**Run 1: met4 routing**

Supply wires on this layer in gray.
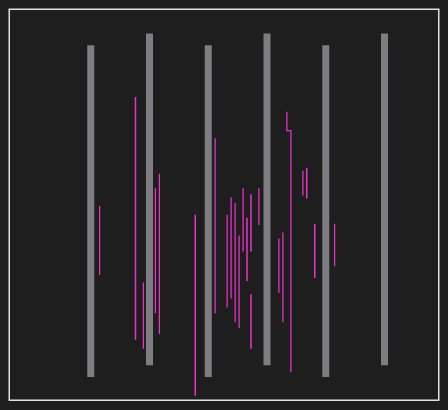
**Run 1: cells by drive strength**

The bar under the picture is 20 µm long.
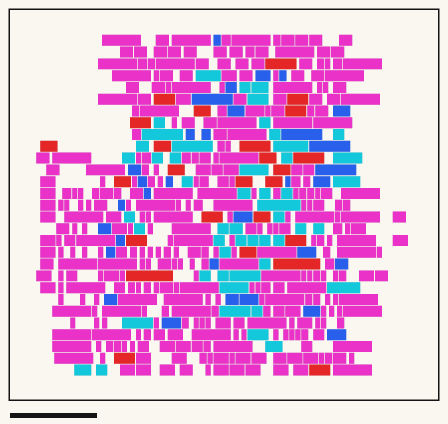
**Run 1: clock distribution**

The bar under the picture is 20 µm long.
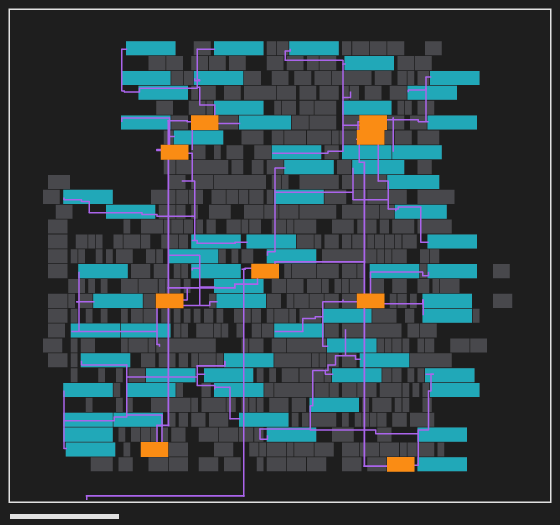
**Run 1: the clock network**

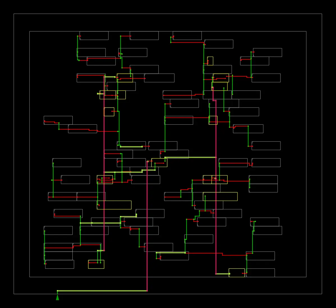
===== src/rtl/byte_lane_serializer_if.sv =====
// ---------------------------------------------------------------------------
// byte_lane_serializer_if
// Purpose : bundles the word-side and byte-side handshake signals of
//           byte_lane_serializer.
// Signals : in_valid/in_ready/in_data/in_mask  - packed word input
//           out_valid/out_ready/out_byte/out_last - byte stream output
//           empty_drop - pulse when an all-disabled word is discarded
//           bytes_sent - free-running count of output handshakes
// Modports: master - the environment (word producer + byte consumer)
//           slave  - the serializer itself
// ---------------------------------------------------------------------------
interface byte_lane_serializer_if #(
  parameter int LANES = 4,
  parameter int CNT_W = 16
);
  logic                  in_valid;
  logic                  in_ready;
  logic [LANES-1:0][7:0] in_data;
  logic [LANES-1:0]      in_mask;
  logic                  out_valid;
  logic                  out_ready;
  logic [7:0]            out_byte;
  logic                  out_last;
  logic                  empty_drop;
  logic [CNT_W-1:0]      bytes_sent;

  modport master (
    output in_valid, in_data, in_mask, out_ready,
    input  in_ready, out_valid, out_byte, out_last, empty_drop, bytes_sent
  );

  modport slave (
    input  in_valid, in_data, in_mask, out_ready,
    output in_ready, out_valid, out_byte, out_last, empty_drop, bytes_sent
  );
endinterface


===== src/rtl/byte_lane_serializer.sv =====
// ---------------------------------------------------------------------------
// byte_lane_serializer
// Purpose : accepts a packed LANES x 8-bit word with a per-lane byte enable
//           and emits the enabled lanes one byte per cycle. Back-to-back
//           words stream with no bubble; a word with no enabled lanes is
//           discarded and flagged on empty_drop.
// Ports   : clk   - clock
//           rst_n - asynchronous active-low reset
//           bus   - byte_lane_serializer_if.slave (word in, byte out,
//                   empty_drop, bytes_sent)
// Options : define BYTE_LANE_SERIALIZER_MSB_FIRST_EN to emit lanes from the
//           highest enabled index downward; default is lowest index first.
// ---------------------------------------------------------------------------
module byte_lane_serializer #(
  parameter int LANES = 4,
  parameter int CNT_W = 16
) (
  input  logic                   clk,
  input  logic                   rst_n,
  byte_lane_serializer_if.slave  bus
);

  localparam int IDX_W = (LANES > 1) ? $clog2(LANES) : 1;

  typedef enum logic {IDLE, SHIFT} state_t;

  state_t                r_state;
  logic [LANES-1:0][7:0] r_hold_data;
  logic [LANES-1:0]      r_hold_mask;
  logic [IDX_W-1:0]      r_lane_idx;
  logic                  r_out_valid;
  logic [7:0]            r_out_byte;
  logic                  r_out_last;
  logic                  r_empty_drop;
  logic [CNT_W-1:0]      r_bytes_sent;

  // First lane to emit from a mask in the configured direction.
  function automatic logic [IDX_W-1:0] first_lane(input logic [LANES-1:0] m);
    logic [IDX_W-1:0] k;
    k = '0;
`ifdef BYTE_LANE_SERIALIZER_MSB_FIRST_EN
    for (int i = 0; i < LANES; i++)
      if (m[i]) k = IDX_W'(i);
`else
    for (int i = LANES - 1; i >= 0; i--)
      if (m[i]) k = IDX_W'(i);
`endif
    return k;
  endfunction

  // True when the given lane is the only one set in the mask.
  function automatic logic only_lane(input logic [LANES-1:0] m,
                                     input logic [IDX_W-1:0] lane);
    logic [LANES-1:0] t;
    t       = m;
    t[lane] = 1'b0;
    return (t == '0);
  endfunction

  // Enabled lanes still ahead of the current lane in emission order.
  logic [LANES-1:0] w_ahead_mask;
  generate
    for (genvar gi = 0; gi < LANES; gi++) begin : g_ahead
`ifdef BYTE_LANE_SERIALIZER_MSB_FIRST_EN
      assign w_ahead_mask[gi] = r_hold_mask[gi] && (IDX_W'(gi) < r_lane_idx);
`else
      assign w_ahead_mask[gi] = r_hold_mask[gi] && (IDX_W'(gi) > r_lane_idx);
`endif
    end
  endgenerate

  logic             w_out_hs;
  logic             w_in_ready;
  logic             w_accept;
  logic             w_in_nz;
  logic [IDX_W-1:0] w_load_lane;
  logic             w_load_last;
  logic [IDX_W-1:0] w_adv_lane;
  logic             w_adv_last;

  assign w_out_hs    = r_out_valid && bus.out_ready;
  // A new word may enter while the last byte of the current one leaves.
  assign w_in_ready  = (r_state == IDLE) || (w_out_hs && r_out_last);
  assign w_accept    = bus.in_valid && w_in_ready;
  assign w_in_nz     = (bus.in_mask != '0);
  assign w_load_lane = first_lane(bus.in_mask);
  assign w_load_last = only_lane(bus.in_mask, w_load_lane);
  assign w_adv_lane  = first_lane(w_ahead_mask);
  assign w_adv_last  = only_lane(w_ahead_mask, w_adv_lane);

  always_ff @(posedge clk or negedge rst_n) begin
    if (!rst_n) begin
      r_state      <= IDLE;
      r_hold_data  <= '0;
      r_hold_mask  <= '0;
      r_lane_idx   <= '0;
      r_out_valid  <= 1'b0;
      r_out_byte   <= 8'h00;
      r_out_last   <= 1'b0;
      r_empty_drop <= 1'b0;
      r_bytes_sent <= '0;
    end else begin
      r_empty_drop <= 1'b0;
      if (w_out_hs)
        r_bytes_sent <= r_bytes_sent + CNT_W'(1);

      // An accepted word implies the current word is finished (or none was
      // held), so loading always replaces the held word outright.
      if (w_accept && w_in_nz) begin
        r_hold_data <= bus.in_data;
        r_hold_mask <= bus.in_mask;
        r_lane_idx  <= w_load_lane;
        r_out_byte  <= bus.in_data[w_load_lane];
        r_out_last  <= w_load_last;
        r_out_valid <= 1'b1;
        r_state     <= SHIFT;
      end else if (w_accept) begin
        r_empty_drop <= 1'b1;
        r_out_valid  <= 1'b0;
        r_state      <= IDLE;
      end else if (w_out_hs) begin
        if (!r_out_last) begin
          r_lane_idx <= w_adv_lane;
          r_out_byte <= r_hold_data[w_adv_lane];
          r_out_last <= w_adv_last;
        end else begin
          r_out_valid <= 1'b0;
          r_state     <= IDLE;
        end
      end
    end
  end

  assign bus.in_ready   = w_in_ready;
  assign bus.out_valid  = r_out_valid;
  assign bus.out_byte   = r_out_byte;
  assign bus.out_last   = r_out_last;
  assign bus.empty_drop = r_empty_drop;
  assign bus.bytes_sent = r_bytes_sent;

endmodule


===== src/flat_wrapper.sv =====
// flat-port wrapper written by rule: the top's interface ports become plain ports
module byte_lane_serializer_flat 
#(
  parameter int LANES = 4,
  parameter int CNT_W = 16
)
  (clk, rst_n, bus_in_valid, bus_in_data, bus_in_mask, bus_out_ready, bus_in_ready, bus_out_valid, bus_out_byte, bus_out_last, bus_empty_drop, bus_bytes_sent);
  byte_lane_serializer_if #(.LANES(LANES), .CNT_W(CNT_W)) bus_i ();
  input  logic clk;
  input  logic rst_n;
  input wire logic [$bits(bus_i.in_valid)-1:0] bus_in_valid;
  input wire logic [$bits(bus_i.in_data)-1:0] bus_in_data;
  input wire logic [$bits(bus_i.in_mask)-1:0] bus_in_mask;
  input wire logic [$bits(bus_i.out_ready)-1:0] bus_out_ready;
  output wire logic [$bits(bus_i.in_ready)-1:0] bus_in_ready;
  output wire logic [$bits(bus_i.out_valid)-1:0] bus_out_valid;
  output wire logic [$bits(bus_i.out_byte)-1:0] bus_out_byte;
  output wire logic [$bits(bus_i.out_last)-1:0] bus_out_last;
  output wire logic [$bits(bus_i.empty_drop)-1:0] bus_empty_drop;
  output wire logic [$bits(bus_i.bytes_sent)-1:0] bus_bytes_sent;
  assign bus_i.in_valid = bus_in_valid;
  assign bus_i.in_data = bus_in_data;
  assign bus_i.in_mask = bus_in_mask;
  assign bus_i.out_ready = bus_out_ready;
  assign bus_in_ready = bus_i.in_ready;
  assign bus_out_valid = bus_i.out_valid;
  assign bus_out_byte = bus_i.out_byte;
  assign bus_out_last = bus_i.out_last;
  assign bus_empty_drop = bus_i.empty_drop;
  assign bus_bytes_sent = bus_i.bytes_sent;
  byte_lane_serializer #(.LANES(LANES), .CNT_W(CNT_W)) u_core (.clk(clk), .rst_n(rst_n), .bus(bus_i));
endmodule

===== config.mk =====
export PLATFORM = sky130hd
export DESIGN_NAME = byte_lane_serializer_flat
export DESIGN_NICKNAME = d
export VERILOG_FILES = /design/src/rtl/byte_lane_serializer_if.sv /design/src/rtl/byte_lane_serializer.sv /design/src/flat_wrapper.sv
export SDC_FILE = /design/constraint.sdc
export NUM_CORES = 1
export LEC_CHECK = 0
export CORE_ASPECT_RATIO = 0.9
export CORE_MARGIN = 5
export CORE_UTILIZATION = 46
export DETAILED_ROUTE_END_ITERATION = 16
export GPL_TIMING_DRIVEN = 0
export PLACE_DENSITY = 0.8
export SYNTH_ARGS = -nofsm -noshare
export SYNTH_HDL_FRONTEND = slang
export SYNTH_SLANG_ARGS = --single-unit

===== constraint.sdc =====
create_clock -name clk -period 1.6 [get_ports clk]
set_input_delay 0.32 -clock clk [delete_from_list [all_inputs] [get_ports clk]]
set_output_delay 0.32 -clock clk [all_outputs]
set_load 0.02 [all_outputs]

==> summary.txt, run 1 <==
impl run done, here's what came out: P_int=5.121 mW, Compound Share, Synth=0.1972, setup slack after layout=-0.08197 ns, net switching power=3.537 mW, FF/Latch Area=1607 µm², max layer used=met4, TritonCTS Buffers=9, Cell Type Count=47, critical register-to-register path startpoint=u_core.r_lane_idx[0], GRT Max-Usage Layer=met2, Clock buf/inv share=0.04708, largest net degree at the start of global routing=65, failing checks=negative setup slack, Post-Place Worst Slack=-0.5698 ns, switch share=0.4085, PortBufs=66, cell type with the largest total area=dfrtp_1, Nets=492, Commonest Layout Cell=nand2_1, Reg power frac=0.322, Top class by area=multi-input combinational cells, Vias/cell=5.931, EDFF count, synth=0, Log Warnings=28, detailed-routing wirelength on met1=4257 µm, number of global-route vias before repair=3121, layout cells sized above 1=0.2346, Layout fillers=503, CP Launch Point=u_core.r_lane_idx[0], status=finished, violations left, max reg flops=32, Max Root-Sink Buffers=2, placer congestion estimate=0.9065, CP top delay family=AND-OR/OR-AND gates, Syn Area/Cell=9.338 µm², class of the worst hold path=input pin to asynchronous set/reset pin, Max power group=combinational cells, grt ovf=0, Core Box Area=7003 µm², initial antenna violation count=0, Cell Area, Placed=4049 µm², DR pass1 iterations=5, Finished Layout Cells=549, CTS hold repair buffers=0, routed wl met2=5192 µm, YS warnings=0, die area=8893 µm², Yosys reg bits=64, Reg with most FFs=u_core.r_hold_data, Max Freq=594.5 MHz, unrepaired setup endpoints after global routing=true, VDD IR-drop max=0.8024 mV, Seq group=2.79 mW, final core utilization=0.6679, Finish-stage setup viols=9
About 'met4 routing':
wire length on this layer: 515 µm
main direction: vertical
Vias: 3256
final WL: 10990 µm

About 'cells by drive strength':
| size | color | cells | most used |
|---|---|---|---|
| drive 2 | blue | 32 | a21oi_2 |
| drive 6 and up | red | 25 | buf_6 |
| drive 1 or less | magenta | 349 | nand2_1 |
| drive 3 to 4 | cyan | 50 | buf_4 |
setup slack after layout: -0.08197 ns
number of non-clock buffers: 108
Final Cell Area: 4677 µm²

About 'clock distribution':
[clock wires] purple | length: 866 µm
[cells driving clock nets] orange | count: 9
[flip-flops] cyan | count: 64
flops lie: widely spread
Latency at later pin: 0.36 ns
worst clock skew: 0.01040 ns
clock-net power: 1.57 mW
Clock power frac: 0.181

About 'the clock network':
Seq cells: 64
CTS sink count: 64

==> inputs of run 2 (changes only) <==
Settings changed: CORE_UTILIZATION 46 to 54, PLACE_DENSITY 0.8 to 0.88.
Clock period 1.6 ns to 1.95 ns, I/O delays scaled along.
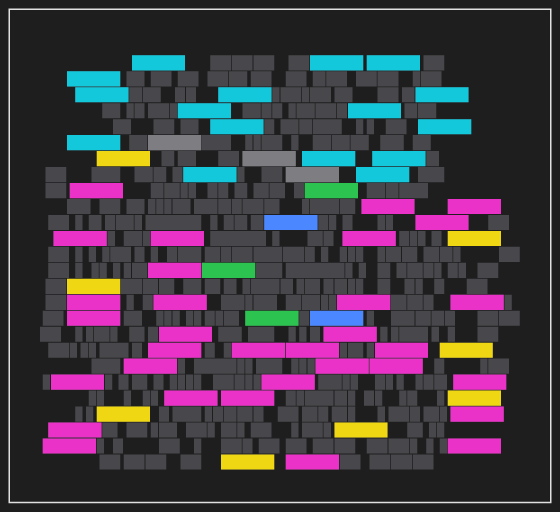
**Above:** run 2 (sequential cells colored by netlist name).
| signal | color | sequential cells |
|---|---|---|
| u_core.bus.out_byte | yellow | 8 |
| u_core.bus.bytes_sent | cyan | 16 |
| u_core.r_hold_data | magenta | 32 |
| u_core.r_lane_idx | blue | 2 |
| u_core.r_hold_mask | green | 3 |
flop share of the area: 0.3813
Seq group: 2.19 mW

==> run 2 against run 1 <==
  * The run now ends clean
  * Critical endpoint is now u_core.bus.out_last
  * Combinational power fell by about 40%
  * Cell count fell by 8.9%
  * Critical path depth did not move
  * Sequential share of layout area rose by 3.8 points
  * Hold slack improved by 0.051 ns
  * Largest power group unchanged
  * Register-to-register slack improved by 0.18 ns
==> summary.txt, run 2 <==
impl run done, here's what came out: status=finished, final reports clean, Max power group=combinational cells, TritonCTS Buffers=9 (unchanged), detailed-routing wirelength on met1=3780 µm (-11%), placer congestion estimate=0.8944 (-1.3%), grt ovf=0 (unchanged), EDFF count, synth=0 (unchanged), Core Box Area=5791 µm² (-17%), CP Launch Point=bus_in_mask[3], unrepaired setup endpoints after global routing=false, Vias=3070 (-5.7%), Reg with most FFs=u_core.r_hold_data, Clock power frac=0.171 (-0.010), CTS hold repair buffers=0 (unchanged), worst clock skew=0.01340 ns (+0.002995 ns), Compound Share, Synth=0.1972 (unchanged), Cell Type Count=47 (unchanged), Cell Area, Placed=4031 µm² (-0.43%), Reg power frac=0.380 (+0.058), initial antenna violation count=0 (unchanged), CP top delay family=buffers and inverters, Layout fillers=430 (-15%), Vias/cell=6.140 (+3.5%), Top class by area=registers, Log Warnings=26 (-7.1%), Post-Place Worst Slack=-0.3137 ns (+0.2561 ns), routed wl met2=4696 µm (-9.6%), Yosys reg bits=64 (unchanged), Seq cells=64 (unchanged), setup slack after layout=0.06301 ns (+0.1450 ns), class of the worst hold path=input pin to asynchronous set/reset pin, Max Root-Sink Buffers=2 (unchanged), net switching power=2.322 mW (-34%), Commonest Layout Cell=nand2_1, Finish-stage setup viols=0 (-9), final core utilization=0.7254 (+0.05751), CTS sink count=64 (unchanged), FF/Latch Area=1602 µm² (-0.31%), Syn Area/Cell=9.338 µm² (unchanged), YS warnings=0 (unchanged), Latency at later pin=0.35 ns (about the same), largest net degree at the start of global routing=35 (-46%), clock-net power=0.983 mW (-37%)
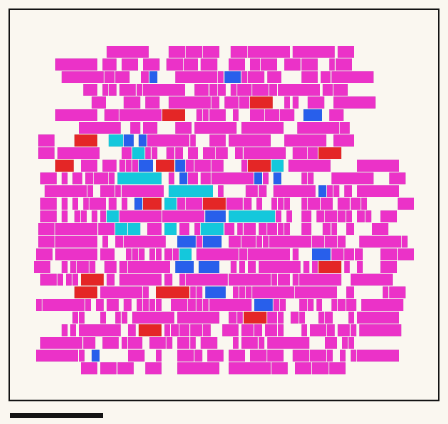
**Above:** run 2 (cells by drive strength).
The bar under the picture is 20 µm long.
| size | color | cells | most used |
|---|---|---|---|
| drive 2 | blue | 21 | buf_2 |
| drive 6 and up | red | 15 | clkbuf_8 |
| drive 3 to 4 | cyan | 13 | buf_4 |
| drive 1 or less | magenta | 381 | nand2_1 |
Final Cell Area: 4200 µm²
number of non-clock buffers: 85

No activity file was given, so power comes from the tool's default toggle rates.
